File: src/rtl/tv_seq_if.sv
// Host/vector-ROM/DUT-facing bus of the test-vector sequencer.
// The slave modport is the sequencer side; master is the surrounding harness.
interface tv_seq_if #(
  parameter int N_IN   = 3,
  parameter int N_OUT  = 1,
  parameter int ADDR_W = 3
) ();
  logic                    start;
  logic [ADDR_W:0]         num_vecs;
  logic [ADDR_W-1:0]       vec_addr;
  logic [N_IN+N_OUT-1:0]   vec_data;
  logic [N_IN-1:0]         dut_in;
  logic [N_OUT-1:0]        dut_out;
  logic                    busy;
  logic                    done;
  logic                    pass;
  logic [ADDR_W:0]         err_count;
  logic                    err_valid;
  logic [ADDR_W-1:0]       err_index;

  modport master (
    output start, num_vecs, vec_data, dut_out,
    input  vec_addr, dut_in, busy, done, pass, err_count, err_valid, err_index
  );

  modport slave (
    input  start, num_vecs, vec_data, dut_out,
    output vec_addr, dut_in, busy, done, pass, err_count, err_valid, err_index
  );
endinterface

File: src/rtl/tv_sequencer.sv
// Test-vector sequencer: fetches {inputs, expected} from a sync ROM, drives a
// combinational DUT, waits SETTLE cycles, compares and logs mismatches.
module tv_sequencer #(
  parameter int N_IN   = 3,
  parameter int N_OUT  = 1,
  parameter int ADDR_W = 3,
  parameter int SETTLE = 1
) (
  input  logic    clk,
  input  logic    reset,
  tv_seq_if.slave bus
);
  localparam int CNT_W = (SETTLE > 1) ? $clog2(SETTLE) : 1;
  localparam logic [ADDR_W:0] DEPTH = {1'b1, {ADDR_W{1'b0}}};

  typedef enum logic [2:0] {
    S_IDLE, S_FETCH, S_APPLY, S_WAIT, S_CHECK, S_DONE
  } state_e;

  state_e              state_q, state_d;
  logic [ADDR_W-1:0]   vec_addr_q, vec_addr_d;
  logic [ADDR_W-1:0]   last_q, last_d;
  logic [N_IN-1:0]     dut_in_q, dut_in_d;
  logic [N_OUT-1:0]    exp_q, exp_d;
  logic [CNT_W-1:0]    cnt_q, cnt_d;
  logic [ADDR_W:0]     err_count_q, err_count_d;
  logic [ADDR_W-1:0]   err_index_q, err_index_d;
  logic                err_valid_q, err_valid_d;
  logic [ADDR_W:0]     n_clamp;

  assign n_clamp = (bus.num_vecs > DEPTH) ? DEPTH : bus.num_vecs;

  always_comb begin
    state_d     = state_q;
    vec_addr_d  = vec_addr_q;
    last_d      = last_q;
    dut_in_d    = dut_in_q;
    exp_d       = exp_q;
    cnt_d       = cnt_q;
    err_count_d = err_count_q;
    err_index_d = err_index_q;
    err_valid_d = 1'b0;
    case (state_q)
      S_IDLE, S_DONE: begin
        if (bus.start) begin
          err_count_d = '0;
          err_index_d = '0;
          vec_addr_d  = '0;
          if (n_clamp == '0) begin
            state_d = S_DONE;
          end else begin
            // last index kept as ADDR_W bits so a full-depth run never wraps
            last_d  = ADDR_W'(n_clamp - 1'b1);
            state_d = S_FETCH;
          end
        end
      end
      S_FETCH: state_d = S_APPLY;
      S_APPLY: begin
        dut_in_d = bus.vec_data[N_OUT +: N_IN];
        exp_d    = bus.vec_data[N_OUT-1:0];
        cnt_d    = CNT_W'(SETTLE - 1);
        state_d  = S_WAIT;
      end
      S_WAIT: begin
        if (cnt_q == '0) state_d = S_CHECK;
        else             cnt_d   = cnt_q - 1'b1;
      end
      S_CHECK: begin
        if (bus.dut_out != exp_q) begin
          err_count_d = err_count_q + (ADDR_W+1)'(1);
          err_index_d = vec_addr_q;
          err_valid_d = 1'b1;
        end
        if (vec_addr_q == last_q) begin
          state_d = S_DONE;
        end else begin
          vec_addr_d = vec_addr_q + 1'b1;
          state_d    = S_FETCH;
        end
      end
      default: state_d = S_IDLE;
    endcase
  end

  always_ff @(posedge clk) begin
    if (reset) begin
      state_q     <= S_IDLE;
      vec_addr_q  <= '0;
      last_q      <= '0;
      dut_in_q    <= '0;
      exp_q       <= '0;
      cnt_q       <= '0;
      err_count_q <= '0;
      err_index_q <= '0;
      err_valid_q <= 1'b0;
    end else begin
      state_q     <= state_d;
      vec_addr_q  <= vec_addr_d;
      last_q      <= last_d;
      dut_in_q    <= dut_in_d;
      exp_q       <= exp_d;
      cnt_q       <= cnt_d;
      err_count_q <= err_count_d;
      err_index_q <= err_index_d;
      err_valid_q <= err_valid_d;
    end
  end

  assign bus.vec_addr  = vec_addr_q;
  assign bus.dut_in    = dut_in_q;
  assign bus.busy      = (state_q == S_FETCH) || (state_q == S_APPLY) ||
                         (state_q == S_WAIT)  || (state_q == S_CHECK);
  assign bus.done      = (state_q == S_DONE);
  assign bus.pass      = (state_q == S_DONE) && (err_count_q == '0);
  assign bus.err_count = err_count_q;
  assign bus.err_valid = err_valid_q;
  assign bus.err_index = err_index_q;
endmodule
File: src/flat_wrapper.sv
// flat-port wrapper written by rule: the top's interface ports become plain ports
module tv_sequencer_flat 
#(
  parameter int N_IN   = 3,
  parameter int N_OUT  = 1,
  parameter int ADDR_W = 3,
  parameter int SETTLE = 1
)
  (clk, reset, bus_start, bus_num_vecs, bus_vec_data, bus_dut_out, bus_vec_addr, bus_dut_in, bus_busy, bus_done, bus_pass, bus_err_count, bus_err_valid, bus_err_index);
  tv_seq_if #(.N_IN(N_IN), .N_OUT(N_OUT), .ADDR_W(ADDR_W)) bus_i ();
  input  logic clk;
  input  logic reset;
  input wire logic [$bits(bus_i.start)-1:0] bus_start;
  input wire logic [$bits(bus_i.num_vecs)-1:0] bus_num_vecs;
  input wire logic [$bits(bus_i.vec_data)-1:0] bus_vec_data;
  input wire logic [$bits(bus_i.dut_out)-1:0] bus_dut_out;
  output wire logic [$bits(bus_i.vec_addr)-1:0] bus_vec_addr;
  output wire logic [$bits(bus_i.dut_in)-1:0] bus_dut_in;
  output wire logic [$bits(bus_i.busy)-1:0] bus_busy;
  output wire logic [$bits(bus_i.done)-1:0] bus_done;
  output wire logic [$bits(bus_i.pass)-1:0] bus_pass;
  output wire logic [$bits(bus_i.err_count)-1:0] bus_err_count;
  output wire logic [$bits(bus_i.err_valid)-1:0] bus_err_valid;
  output wire logic [$bits(bus_i.err_index)-1:0] bus_err_index;
  assign bus_i.start = bus_start;
  assign bus_i.num_vecs = bus_num_vecs;
  assign bus_i.vec_data = bus_vec_data;
  assign bus_i.dut_out = bus_dut_out;
  assign bus_vec_addr = bus_i.vec_addr;
  assign bus_dut_in = bus_i.dut_in;
  assign bus_busy = bus_i.busy;
  assign bus_done = bus_i.done;
  assign bus_pass = bus_i.pass;
  assign bus_err_count = bus_i.err_count;
  assign bus_err_valid = bus_i.err_valid;
  assign bus_err_index = bus_i.err_index;
  tv_sequencer #(.N_IN(N_IN), .N_OUT(N_OUT), .ADDR_W(ADDR_W), .SETTLE(SETTLE)) u_core (.clk(clk), .reset(reset), .bus(bus_i));
endmodule
File: config.mk
export PLATFORM = sky130hd
export DESIGN_NAME = tv_sequencer_flat
export DESIGN_NICKNAME = d
export VERILOG_FILES = /design/src/rtl/tv_seq_if.sv /design/src/rtl/tv_sequencer.sv /design/src/flat_wrapper.sv
export SDC_FILE = /design/constraint.sdc
export NUM_CORES = 1
export LEC_CHECK = 0
export CORE_ASPECT_RATIO = 0.75
export CORE_UTILIZATION = 43
export DETAILED_ROUTE_END_ITERATION = 12
export PLACE_DENSITY = 0.73
export SYNTH_ARGS = -nofsm -noshare
export SYNTH_HDL_FRONTEND = slang
export SYNTH_SLANG_ARGS = --single-unit
File: constraint.sdc
create_clock -name clk -period 1.3 [get_ports clk]
set_input_delay 0.26 -clock clk [delete_from_list [all_inputs] [get_ports clk]]
set_output_delay 0.26 -clock clk [all_outputs]
set_load 0.03 [all_outputs]
Figure 1. The metal 3 layer (run 1).
The bar under the picture is 20 um long.
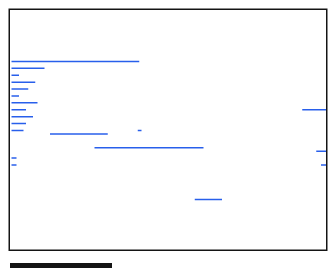
wire length on this layer	102 um
longest straight run	24.8 um

Figure 2. Signal wires by layer (run 1).
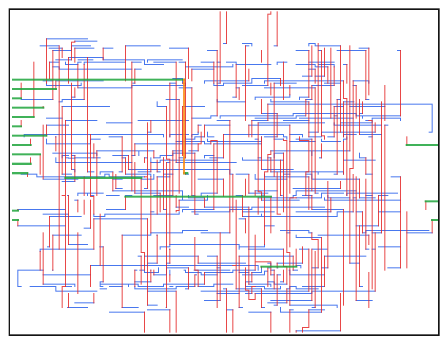
color	layer	wire length
green	M3	102 um
red	M2	1440 um
blue	M1	1390 um
orange	M4	13.6 um

==> notes.md, run 1 <==
Results of the full flow below.

Clock network:
- The run gives the largest buffer count on any clock path as 2.
- The CTS report gives the tree buffer count as 3.
- In this run the clock root is driven by a sky130_fd_sc_hd__clkbuf_4.
- Clock latency on the worst-skew pair, taken at its later pin, is 0.31 ns.
- The post-CTS hold buffer count recorded in the log is 0.
- The run gives the CTS tree as yes.
- The run puts the clock slew seen by the registers of the worst setup and hold paths at 0.13 ns.
- The clock drives 21 sinks.
- Per the CTS log, the maximum H-tree level is 1.

Logic synthesis:
- The run gives the net count entering floorplan as 142.
- The run puts the sequential-to-total area share from yosys stat at 35.90%.
- The run gives the most area-hungry cell type in the Yosys netlist as sky130_fd_sc_hd__dfxtp_1.
- The run gives the number of cells in Yosys stat as 126.
- The run gives the synthesized netlist cell count as 126.
- In this run the cell area of the synthesized design comes to 1171 sq um.
- The run gives the unique cell type count in the Yosys netlist as 47.
- The run puts the post-synthesis register bit count at 21.
- The run puts the share of flip-flops with an asynchronous set or reset at 0%.
- The run gives the mean instance size in the synthesized netlist as 9.295 sq um.
- The most used flip-flop cell after synthesis is sky130_fd_sc_hd__dfxtp_1.
- After synthesis, the cell types taking the most area are sky130_fd_sc_hd__dfxtp_1, sky130_fd_sc_hd__mux2i_1, sky130_fd_sc_hd__ha_1, sky130_fd_sc_hd__nand2b_1, sky130_fd_sc_hd__xnor2_1.
- Counting the warning lines in the Yosys log gives 0.
- The run puts the number of enable-type register cells in the synthesized netlist at 0.

Global routing:
- The run gives the largest net degree at the start of global routing as 14.
- The run puts the total global routing overflow at 0.
- The via count of the first global-routing pass came to 1018.
- The run gives the wire length of the first global-routing pass as 4664 um.
- For this run, the total global-route usage over all layers was measured as 20.68%.
- The initial antenna violation count came to 0.

Setup path:
- The run gives the maximum cell stage delay along the critical path as 0.36 ns.
- STA classifies the critical path startpoint as a flop.
- The run gives the count of cells along the worst register-to-register path as 6.
- STA classifies the critical path endpoint as an output port.
- The critical path endpoint has a required time of 1.04 ns.
- The run gives the start point of the critical path as u_core.state_q[1]$_SDFFE_PP0P_.
- Looking at the setup timing report, the critical path kind is flop to output port.
- OpenSTA lists the critical path endpoint as bus_pass.
- The run puts the data arrival time of the critical path at 1.33 ns.
- Max fanout on the critical path was recorded as 2.
- For this design, the slowest cell found on the critical path is sky130_fd_sc_hd__dfxtp_2.
- For the worst reg-to-reg path, the startpoint reported by OpenROAD is u_core.state_q[1]$_SDFFE_PP0P_.
- The run gives the endpoint of the lowest-slack register-to-register path as u_core.bus.vec_addr[2]$_SDFFE_PP0P_.
- The run gives the setup slack of the worst register-to-register path as -0.24 ns.
- The run gives the cell seen most often among critical-path stages as sky130_fd_sc_hd__buf_6.

Min path:
- The run puts the hold-critical path depth at 4.
- The startpoint identified for the worst hold timing path is bus_num_vecs[3].
- Looking at the hold checks, the worst path lands on u_core.last_q[1]$_SDFFE_PP0P_.
- The run gives the worst hold-check path type as input port to flop.

STA:
- Setup repair after global routing could not meet its margin everywhere.
- The run puts the clock skew after layout at 0.003071 ns.
- In this build the clock could be raised as far as 0.6295 GHz.
- The run gives the post-route minimum period as 1.589 ns.
- The run puts the number of hold violations in the final report at 0.
- The run gives the least setup slack across all paths after layout as -0.2886 ns.
- The run puts the number of failing setup endpoints in the final timing report at 17.
- Per the slew report, the remaining headroom to the max-slew limit stands at 80.27%.
- The run gives the share of the clock period used by the worst path after layout as 122.2%.
- The run gives the accumulated negative setup slack as -2.204 ns.

Die:
- The run puts the starting utilization of the core area at 48.00%.
- In this run the core area contains 15 standard-cell rows.
- In this run the vertical extent of the chip is 47.20 um.
- The run puts the number of I/O pins at 29.
- The run gives the die span in x as 62.26 um.
- After floorplanning, the core was sized to cover 2440 sq um.
- The run gives the die outline area as 2938 sq um.

Place:
- Buffers placed on the I/O ports in this run total 28.
- The run puts the instance area after placement at 1617 sq um.
- The run puts the detailed-placement wirelength estimate at 1992 um.
- The run puts the final weighted congestion of routability-driven global placement at 0.8015.
- The run gives the instance count after placement with tap cells included as 205.
- The run puts the worst setup slack after placement at -0.5683 ns.

Pwr:
- The run puts the static leakage at 0.7421 nW.
- The run puts the overall power of the completed layout at 1.872 mW.
- The highest supply drop recorded on VDD is 0.0006751 V.

Detailed routing:
- The run puts the number of routed nets with antenna violations at 0.
- The run puts the routed wire length at 2947 um.
- The routed layout has 1105 vias.
- In this run, the number of DRC markers left after iteration 0 of detailed routing was 36.
- The run gives the count of unresolved DRC violations after routing as 0.
- The run puts the number of search-and-repair iterations in the first detailed-routing pass at 4.
- The run puts the routed wirelength normalized by instance count at 13.58 um.
- The run gives the detail-routed via count per cell as 5.092.

Layout:
- The run puts the share of post-route cells with drive strength above 1 at 44.81%.
- The run puts the layout-stage area growth over the synthesis result at 54.38%.
- The run puts the final instance area at 1808 sq um.
- The run gives the final antenna diode count as 0.
- The run gives the area taken by multi-input logic gates as 764.5 sq um.
- The run gives the net count of the finished layout as 200.
- The finished layout holds 217 standard cells, fillers aside.

Run status:
- The final reports fail on negative setup slack.
- The run finished, with violations left.

Flow run:
- Max-cap violations in this run came to 0.
- The run puts the tally of OpenROAD warnings at 30.
Figure 3. Sequential cells colored by netlist name (run 1).
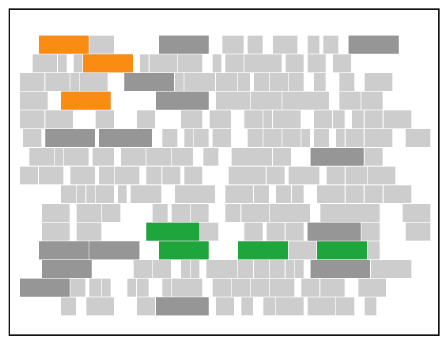
color	name in the netlist	placed flops
orange	u_core.bus.dut_in	3
green	u_core.bus.err_count	4
Storage cell area: 431.7 sq um
proportion of cell area occupied by registers: 23.88%
Power Sequential: 0.741 mW
final core utilization: 74.10%

-- run 1: synthesized netlist by cell type, types with 2 or more instances --
master                     count
sky130_fd_sc_hd__buf_6         3
sky130_fd_sc_hd__dfxtp_1      21
sky130_fd_sc_hd__o31ai_1       3
sky130_fd_sc_hd__mux2i_1       8
sky130_fd_sc_hd__nand2b_1      8
sky130_fd_sc_hd__o21ai_1       3
sky130_fd_sc_hd__nor2_1        8
sky130_fd_sc_hd__nor3b_1       2
sky130_fd_sc_hd__clkbuf_1      2
sky130_fd_sc_hd__xnor2_1       5
sky130_fd_sc_hd__inv_1         5
sky130_fd_sc_hd__a21oi_1       4
sky130_fd_sc_hd__nor2b_1       5
sky130_fd_sc_hd__a31oi_1       3
sky130_fd_sc_hd__nand2_1       9
sky130_fd_sc_hd__nor3_1        2
sky130_fd_sc_hd__xor2_1        2
sky130_fd_sc_hd__ha_1          4
-- run 1: layout by cell type (no fill, tap or decap), types with 5 or more instances in the layout --
master                             n
sky130_fd_sc_hd__buf_6             9
sky130_fd_sc_hd__clkdlybuf4s50_1   8
sky130_fd_sc_hd__nor2b_1           5
sky130_fd_sc_hd__dfxtp_1          14
sky130_fd_sc_hd__nand2_1           9
sky130_fd_sc_hd__nand2b_1          7
sky130_fd_sc_hd__dfxtp_2           6
sky130_fd_sc_hd__inv_1             5
sky130_fd_sc_hd__clkdlybuf4s15_2   6
sky130_fd_sc_hd__nor2_1            7
sky130_fd_sc_hd__mux2i_1           8
sky130_fd_sc_hd__buf_4            29
-- run 1: cells by family (layout without fill, tap and decap cells) --
family          after synthesis  after routing  synth area share, %
compound gates               22             22                13.68
simple gates                 52             52                27.99
mux                           8              8                6.838
flops                        21             21                35.90
fa+ha+maj                     4              4                4.274
buf+inv                      12             69                6.090
xor+xnor                      7              7                5.235
-- run 1: layer usage --
metal  vias up  GRT usage [%]  part of all wire [%]
met4         0          4.186                  0.44
met3         2          4.369                   3.5
met5         -              0                     0
met1       525          26.87                    47
li1        555              -                     -
met2        23          36.70                    49
-- run 1: where the power goes --
part           internal (mW)  switching, mW  total [mW]
clock network          0.118          0.223       0.340
logic                  0.408          0.383       0.791
registers              0.694         0.0473       0.741
-- run 1: area by class of cell --
class	instances	area share, %
Clock buffer	3	1.246
Clock inverter	1	0.4152
Inverter	6	1.384
Multi-Input combinational cell	93	42.28
Sequential cell	21	23.88
Tap cell	34	2.353
Timing Repair Buffer	59	28.44
-- run 1: critical path: cells and delay by family (launching register included) --
family | cells | cell delay (ns)
flip-flops | 1 | 0.36
buffers and inverters | 3 | 0.29
AND/OR/NAND/NOR | 2 | 0.37
-- run 1: timing repair --
item | in CTS | in global routing
pin swaps | 8 | 4
resized | 47 | 16
setup endpoints to repair | 26 | 25
buffers inserted | 6 | 3
endpoints found under the hold margin | 0 | 0
-- run 1: state kept, by name (all words and copies together), names as in the netlist --
signal                count
u_core.last_q             3
u_core.exp_q              1
u_core.bus.err_valid      1
u_core.state_q            3
u_core.bus.err_count      4
u_core.bus.vec_addr       3
u_core.bus.err_index      3
u_core.bus.dut_in         3
Figure 4. Clock network drawn from the DEF (run 1).
The bar under the picture is 20 um long.
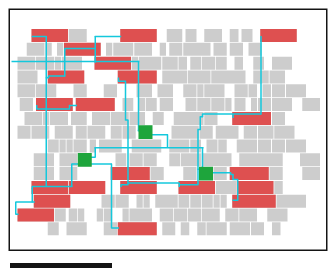

==> run 2: changes to the inputs <==
- CORE_ASPECT_RATIO: 0.75 -> 1.4
- SLEW_MARGIN: not set -> 20
Figure 5. Clock network drawn from the DEF (run 2).
The bar under the picture is 10 um long.
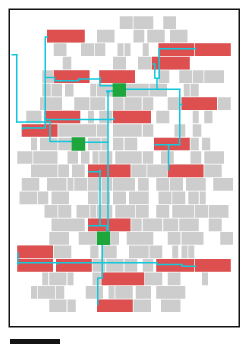
[cyan] clock wires | length: 252 um
[green] clock-net drivers | count: 3
[red] flip-flops | count: 21
flops lie	widely spread
routed clock nets	4

==> run 2 against run 1 <==
  * The run still ends with negative setup slack left
  * Clock skew rose by 0.0078 ns
  * Worst hold slack improved by 0.050 ns
  * Combinational power fell by 9.7%
  * Maximum frequency rose by 2.5%
  * Global-route usage rose by 0.59 points
  * Synthesized cell count did not move
  * Flip-flop count did not move
  * Critical endpoint unchanged
  * Largest cell class unchanged
==> notes.md, run 2 <==
Results of the full flow below.

Logic synthesis:
- Dominant cells by area after synthesis: sky130_fd_sc_hd__dfxtp_1, sky130_fd_sc_hd__mux2i_1, sky130_fd_sc_hd__ha_1, sky130_fd_sc_hd__nand2b_1, sky130_fd_sc_hd__xnor2_1 (unchanged).
- The run gives the area fraction in xor and xnor cells as 5.235% (unchanged).
- The run puts the share of flip-flops with an asynchronous set or reset at 0% (unchanged).
- The run gives the arithmetic-cell share of the synthesized area counting full adders, half adders and majority gates as 4.274% (unchanged).
- The most numerous cell in the Yosys netlist was sky130_fd_sc_hd__dfxtp_1 (unchanged).
- The run gives the proportion of synthesized area in mux cells as 6.838% (unchanged).
- The run gives the synthesized-area fraction occupied by ao, oa, aoi and oai cells as 13.68% (unchanged).
- The most common flop cell mapped by yosys was sky130_fd_sc_hd__dfxtp_1 (unchanged).
- The run gives the number of enable-type register cells in the synthesized netlist as 0 (unchanged).
- Top cells by count: sky130_fd_sc_hd__dfxtp_1, sky130_fd_sc_hd__nand2_1, sky130_fd_sc_hd__mux2i_1, sky130_fd_sc_hd__nand2b_1, sky130_fd_sc_hd__nor2_1 (unchanged).
- The run gives the unique cell type count in the Yosys netlist as 47 (unchanged).
- The simple-gate portion of the synthesized area is 27.99% (unchanged).
- The run gives the sequential-to-total area share from yosys stat as 35.90% (unchanged).
- The run gives the netlist area before placement as 1171 sq um (unchanged).
- The synthesized netlist cell count was 126 (unchanged).
- The run gives the mean instance size in the synthesized netlist as 9.295 sq um (unchanged).
- The run gives the number of cells in Yosys stat as 126 (unchanged).
- The most area-hungry cell type in the Yosys netlist is sky130_fd_sc_hd__dfxtp_1 (unchanged).
- The main logic family after synthesis is simple AND/OR/NAND/NOR gates (unchanged).
- The run gives the post-synthesis register bit count as 21 (unchanged).
- The count of warnings emitted by yosys is 0 (unchanged).
- The run puts the net count entering floorplan at 142 (unchanged).

Setup path:
- The run puts the setup slack of the worst register-to-register path at -0.20 ns (was -0.24 ns).
- The startpoint class of the critical path was a flop (unchanged).
- The run gives the kind of end point of the critical path as an output port (unchanged).
- The run puts the data arrival time of the critical path at 1.29 ns (was 1.33 ns).
- The worst path required time was 1.04 ns (about the same).
- The path type of the worst setup path is flop to output port (unchanged).
- The largest fanout of any net on the critical path came to 5 (was 2).

Layout:
- The run gives the share of post-route cells with drive strength above 1 as 40.45% (was 44.81%).
- The run gives the number of flip-flops in the largest register as 4 (unchanged).
- The net count of the finished layout was 195 (was 200).
- The run gives the layout-stage area growth over the synthesis result as 47.76% (was 54.38%).
- The run puts the final antenna diode count at 0 (unchanged).
- The run gives the highest-count logic cell in the final layout as sky130_fd_sc_hd__buf_4 (unchanged).
- Commonest cells after routing, fill and taps aside: sky130_fd_sc_hd__buf_4, sky130_fd_sc_hd__dfxtp_1, sky130_fd_sc_hd__nand2_1, sky130_fd_sc_hd__clkdlybuf4s50_1, sky130_fd_sc_hd__mux2i_1 (was sky130_fd_sc_hd__buf_4, sky130_fd_sc_hd__dfxtp_1, sky130_fd_sc_hd__nand2_1, sky130_fd_sc_hd__buf_6).

STA:
- The number of hold violations in the final report came to 0 (unchanged).
- The run gives the clock skew after layout as 0.01091 ns (was 0.003071 ns).
- RSZ-0062 raised after global routing: yes (unchanged).
- The run puts the share of the clock period used by the worst path after layout at 119.2% (was 122.2%).
- The run gives the least setup slack across all paths after layout as -0.2497 ns (was -0.2886 ns).
- The run puts the accumulated negative setup slack at -2.263 ns (was -2.204 ns).
- The run gives the headroom to the max-slew limit as 67.86% (was 80.27%).
- The run puts the top achievable clock speed at 0.6453 GHz (was 0.6295 GHz).
- The run puts the number of failing setup endpoints in the final timing report at 16 (was 17).
- The run puts the post-route minimum period at 1.550 ns (was 1.589 ns).

Clock network:
- The run puts the number of hold buffers added after CTS at 0 (unchanged).
- The number of buffers created by CTS is 3 (unchanged).
- The source-to-sink clock delay at the later pin of the worst-skew pair came to 0.32 ns (was 0.31 ns).
- The largest buffer count on any clock path was 2 (unchanged).
- The CTS tree is yes (unchanged).
- The run gives the number of sinks on the clock net as 21 (unchanged).
- The run gives the number of H-tree levels as 1 (unchanged).
- The library cell used as clock root buffer is sky130_fd_sc_hd__clkbuf_4 (unchanged).
- The run gives the clock slew seen by the registers of the worst setup and hold paths as 0.12 ns (was 0.13 ns).

Die:
- The run puts the die span in x at 46.11 um (was 62.26 um).
- The run puts the die outline area at 2939 sq um (was 2938 sq um).
- The run gives the site row count as 22 (was 15).
- The number of I/O pins was 29 (unchanged).
- The run puts the starting utilization of the core area at 44.78% (was 48.00%).
- The run puts the height of the die at 63.75 um (was 47.20 um).

Pwr:
- The run puts the maximum ir drop on the vdd rail at 0.0007595 V (was 0.0006751 V).
- The run puts the static leakage at 0.7210 nW (was 0.7421 nW).
- The run puts the overall power of the completed layout at 1.781 mW (was 1.872 mW).

Flow run:
- The run gives the tally of OpenROAD warnings as 30 (unchanged).
- The run gives the total of max-cap violations as 0 (unchanged).

Global routing:
- The initial antenna violation count is 0 (unchanged).
- The run puts the global-route usage over all layers at 21.27% (was 20.68%).
- The run gives the total global routing overflow as 0 (unchanged).
- The run puts the via count of the first global-routing pass at 1111 (was 1018).
- The run gives the largest net degree at the start of global routing as 15 (was 14).
- The run puts the wire length of the first global-routing pass at 4678 um (was 4664 um).

Min path:
- The run gives the worst hold-check path type as input port to flop (unchanged).

Detailed routing:
- The run puts the routed wire length at 2768 um (was 2947 um).
- The run puts the routed wirelength normalized by instance count at 12.93 um (was 13.58 um).
- The run puts the number of DRC violations after detailed-routing iteration 0 at 30 (was 36).
- The run puts the detail-routed via count per cell at 5.089 (was 5.092).
- The run puts the count of unresolved DRC violations after routing at 0 (unchanged).
- The number of routed nets with antenna violations is 0 (unchanged).
- The run puts the total number of vias at 1089 (was 1105).
- The run puts the number of search-and-repair iterations in the first detailed-routing pass at 4 (unchanged).

Place:
- The run puts the worst setup slack after placement at -0.5713 ns (was -0.5683 ns).
- The run puts the final weighted congestion of routability-driven global placement at 0.7565 (was 0.8015).
- The run gives the tally of buffers added on design ports as 28 (unchanged).
- The run puts the detailed-placement wirelength estimate at 2156 um (was 1992 um).

Run status:
- Outcome: finished, violations left (unchanged).
- Violations in the final reports: negative setup slack (unchanged).
Figure 6. Signal wires by layer (run 2).
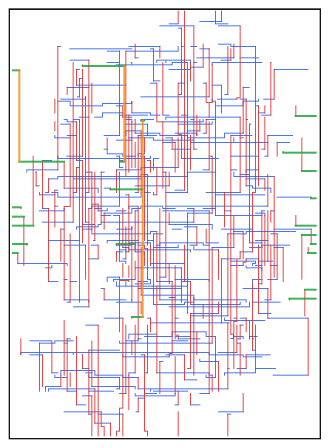
color	layer	wire length
green	M3	55.0 um
orange	M4	57.1 um
red	M2	1520 um
blue	M1	1130 um

-- run 2: kinds of logic (layout without fill, tap and decap cells) --
family | count (synthesis) | in the layout
simple gates | 52 | 52
compound gates | 22 | 22
flops | 21 | 21
buf+inv | 12 | 64
mux | 8 | 8
xor+xnor | 7 | 7
fa+ha+maj | 4 | 4
-- run 2: stage by stage --
stage | utilization (%) | instance area (sq um) | hold WS [ns] | std cells
2_1_floorplan | - | 1190 | 0.4072 | 126
3_3_place_gp | 62.01 | 1622 | 0.4534 | 206
3_5_place_dp | 62.01 | 1622 | 0.4696 | 206
4_1_cts | 66.32 | 1734 | 0.4237 | 214
5_1_grt | 66.17 | 1730 | 0.4333 | 214
6_report | 66.17 | 1730 | 0.4234 | 214
-- run 2: path summary, 6_finish.rpt --
| path | start | to | cells past startpoint |
|---|---|---|---|
| max | u_core.state_q[2]$_SDFFE_PP0P_ | bus_pass | 4 |
| min | bus_num_vecs[0] | u_core.last_q[0]$_SDFFE_PP0P_ | 4 |
| max reg2reg | u_core.state_q[0]$_SDFFE_PP0P_ | u_core.bus.err_count[0]$_SDFFE_PP0P_ | 5 |
| min reg2reg | u_core.bus.err_index[2]$_SDFFE_PP0P_ | u_core.bus.err_index[2]$_SDFFE_PP0P_ | 2 |
-- run 2: power breakdown --
| group | leakage [nW] | internal, mW | switching (mW) | total, mW |
|---|---|---|---|---|
| Sequential | 0.175 | 0.695 | 0.0491 | 0.745 |
| Clock | 0.0177 | 0.115 | 0.207 | 0.322 |
| Combinational | 0.529 | 0.365 | 0.349 | 0.714 |
| Total | 0.721 | 1.18 | 0.605 | 1.78 |
-- run 2: cell type report --
cell class | count | area (sq um) | area share (%)
repair buffers | 54 | 461.7 | 26.68
inverters | 6 | 27.53 | 1.591
clock buffers | 3 | 22.52 | 1.302
flip-flops and latches | 21 | 436.7 | 25.24
multi-input cells | 93 | 732.0 | 42.30
clock inverters | 1 | 5.005 | 0.2892
well taps | 36 | 45.04 | 2.603
-- run 2: worst max-delay path, cell delays in order, from the launching register on --
cell                      delay (ns)
sky130_fd_sc_hd__dfxtp_4        0.38
sky130_fd_sc_hd__buf_6          0.10
sky130_fd_sc_hd__and3_4         0.17
sky130_fd_sc_hd__and4_4         0.20
sky130_fd_sc_hd__buf_6          0.12
-- run 2: per-layer routing --
metal / vias to the layer above / wire, um / GRT usage, %
met1: 511 / 1134 / 23.29
met3: 7 / 54 / 2.825
li1: 548 / - / -
met5: - / 0 / 0
met2: 23 / 1522 / 38.91
met4: 0 / 57 / 7.721
-- run 2: timing repair --
item                                    4_1_cts  5_1_grt
hold endpoints to repair                      0        0
endpoints found under the setup margin       26       25
setup buffers                                 5        0
pin swaps                                     7        3
gates resized                                40       10
Power figures rest on the tool's default switching activity, not on a simulated workload.
